### src/rtl/maze_path_player.sv
// Move stack for the maze solver's DFS search, replayed oldest-first over valid/ready.
// Tracks the rat's 4-bit x/y position while replaying; done/fail are sticky until clr.
module maze_path_player #(
    parameter int unsigned DEPTH = 256,
    parameter int unsigned AW    = 8
) (
    input  logic          clk_i,
    input  logic          rst_ni,
    input  logic          clr_i,
    input  logic          push_i,
    input  logic [1:0]    push_val_i,
    input  logic          pop_i,
    output logic [1:0]    pop_val_o,
    output logic          empty_o,
    output logic          full_o,
    input  logic          solved_i,
    input  logic          run_i,
    output logic          move_valid_o,
    input  logic          move_ready_i,
    output logic [1:0]    move_o,
    output logic [3:0]    x_o,
    output logic [3:0]    y_o,
    output logic          done_o,
    output logic          fail_o
);

    typedef enum logic [2:0] {StIdle, StReady, StReplay, StDone, StErr} state_e;

    localparam logic [AW:0]   SpOne  = {{AW{1'b0}}, 1'b1};
    localparam logic [AW:0]   SpFull = (AW + 1)'(DEPTH);
    localparam logic [AW-1:0] RdOne  = {{(AW - 1){1'b0}}, 1'b1};

    state_e        state_q;
    logic [AW:0]   sp_q;
    logic [AW-1:0] rd_q;
    logic [3:0]    x_q, y_q;
    logic          done_q, fail_q;
    logic [1:0]    mem_q [DEPTH];

    logic [AW:0]   top_idx;
    logic          stack_err;
    logic          wr_en;
    logic [AW-1:0] wr_addr;

    assign top_idx      = sp_q - SpOne;
    assign empty_o      = (sp_q == '0);
    assign full_o       = (sp_q == SpFull);
    assign pop_val_o    = empty_o ? 2'b00 : mem_q[top_idx[AW-1:0]];
    assign move_valid_o = (state_q == StReplay);
    assign move_o       = move_valid_o ? mem_q[rd_q] : 2'b00;
    assign x_o          = x_q;
    assign y_o          = y_q;
    assign done_o       = done_q;
    assign fail_o       = fail_q;

    // A push+pop pair on an empty stack still counts as underflow.
    assign stack_err = (pop_i && empty_o) || (push_i && !pop_i && full_o);
    assign wr_en     = (state_q == StIdle) && !clr_i && push_i && !stack_err;
    assign wr_addr   = pop_i ? top_idx[AW-1:0] : sp_q[AW-1:0];

    always_ff @(posedge clk_i) begin
        if (wr_en) begin
            mem_q[wr_addr] <= push_val_i;
        end
    end

    always_ff @(posedge clk_i or negedge rst_ni) begin
        if (!rst_ni) begin
            state_q <= StIdle;
            sp_q    <= '0;
            rd_q    <= '0;
            x_q     <= '0;
            y_q     <= '0;
            done_q  <= 1'b0;
            fail_q  <= 1'b0;
        end else if (clr_i) begin
            state_q <= StIdle;
            sp_q    <= '0;
            rd_q    <= '0;
            x_q     <= '0;
            y_q     <= '0;
            done_q  <= 1'b0;
            fail_q  <= 1'b0;
        end else begin
            unique case (state_q)
                StIdle: begin
                    if (stack_err) begin
                        state_q <= StErr;
                        fail_q  <= 1'b1;
                    end else begin
                        if (push_i && !pop_i) begin
                            sp_q <= sp_q + SpOne;
                        end else if (pop_i && !push_i) begin
                            sp_q <= top_idx;
                        end
                        if (solved_i) begin
                            state_q <= StReady;
                        end
                    end
                end
                StReady: begin
                    if (run_i) begin
                        if (empty_o) begin
                            state_q <= StDone;
                            done_q  <= 1'b1;
                        end else begin
                            rd_q    <= '0;
                            x_q     <= '0;
                            y_q     <= '0;
                            state_q <= StReplay;
                        end
                    end
                end
                StReplay: begin
                    if (move_ready_i) begin
                        unique case (move_o)
                            2'b00:   y_q <= y_q - 4'd1;
                            2'b01:   x_q <= x_q + 4'd1;
                            2'b10:   x_q <= x_q - 4'd1;
                            default: y_q <= y_q + 4'd1;
                        endcase
                        rd_q <= rd_q + RdOne;
                        if ({1'b0, rd_q} == top_idx) begin
                            state_q <= StDone;
                            done_q  <= 1'b1;
                        end
                    end
                end
                default: ;
            endcase
        end
    end

endmodule

### config.mk
export PLATFORM = sky130hd
export DESIGN_NAME = maze_path_player
export DESIGN_NICKNAME = d
export VERILOG_FILES = /design/src/rtl/maze_path_player.sv
export SDC_FILE = /design/constraint.sdc
export NUM_CORES = 1
export LEC_CHECK = 0
export CAP_MARGIN = 0
export CELL_PAD_IN_SITES_DETAIL_PLACEMENT = 0
export CELL_PAD_IN_SITES_GLOBAL_PLACEMENT = 1
export CORE_MARGIN = 8
export CORE_UTILIZATION = 54
export DETAILED_ROUTE_END_ITERATION = 10
export PLACE_DENSITY_LB_ADDON = 0.1
export RECOVER_POWER = 100
export SETUP_SLACK_MARGIN = 0.5
export SYNTH_ARGS = -nofsm -noshare
export SYNTH_HDL_FRONTEND = slang
export SYNTH_SLANG_ARGS = --single-unit
### constraint.sdc
create_clock -name clk_i -period 7.6 [get_ports clk_i]
set_input_delay 1.52 -clock clk_i [delete_from_list [all_inputs] [get_ports clk_i]]
set_output_delay 1.52 -clock clk_i [all_outputs]
set_load 0.03 [all_outputs]
Met3 routing:
Scale: 1 px per µm.
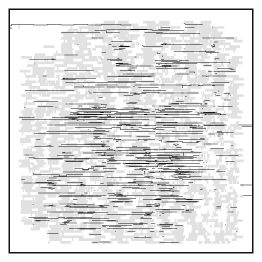
274 nets have wire on it. The wires run mostly horizontal. The longest straight run is 127 µm. The layer carries 8,380 µm of wire.

==> results.cfg <==
; flow metrics
[status]
status = complete, but fails checks
violations = capacitance limit, slew limit

[pwr]
leakagePower_nw = 9.35
intPower_mw = 7.04
powerSeq_mw = 3.42
comb-power_mw = 5.23
swShare_pct = 39.0
pwr-share-comb_pct = 45.3

[timing]
finalClockSkew_ns = 0.0185
drv_slew = 720
fmaxAchievable_mhz = 143

[yosys]
syn_inst = 1830
fa_ha_area_share_pct = 0.554
fp_nets = 1851
simple_gate_share_pct = 9.44
yosys-stat-area_mm2 = 0.0276
xor_share_pct = 1.49
ys_ff = 542

[final_layout]
nonClkBufAreaFrac_pct = 2.02
n_all_inverters = 13
clkCellAreaFrac_pct = 6.38
drive_gt1_share_pct = 21.9
largest-register = mem_q
largest_reg_flops = 512
final_cell_mix = edfxtp_1, nor2_1, mux4_2, nand2_1, mux2i_1
fin_area_mm2 = 0.0303

[global_routing]
antenna_found_initial = 1
grt_pass1_wl_um = 122000
grt_max_degree = 105

[clock_tree]
cts_buffers = 56
tritoncts = built
cts.path.max_buffers = 3

[die]
io_pins = 27

[routing]
ant_nets = 0
wl_met2_um = 39500
drtIter0Drc = 2531

[worst_setup_path]
startpoint_type = register

[placed_design]
port_buffers = 26

[job]
maxCapViolCount = 22
Clock wires, drivers and flops:
Scale: 1.5 px per µm.
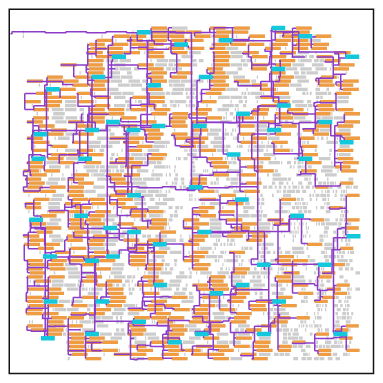
Key: orange = flip-flops [count 542]; cyan = clock-net drivers [count 56]; purple = clock wires [length 6,580 µm]
There are 57 routed clock nets. Position of the flops: all over the die.

No activity file was given, so power comes from the tool's default toggle rates.
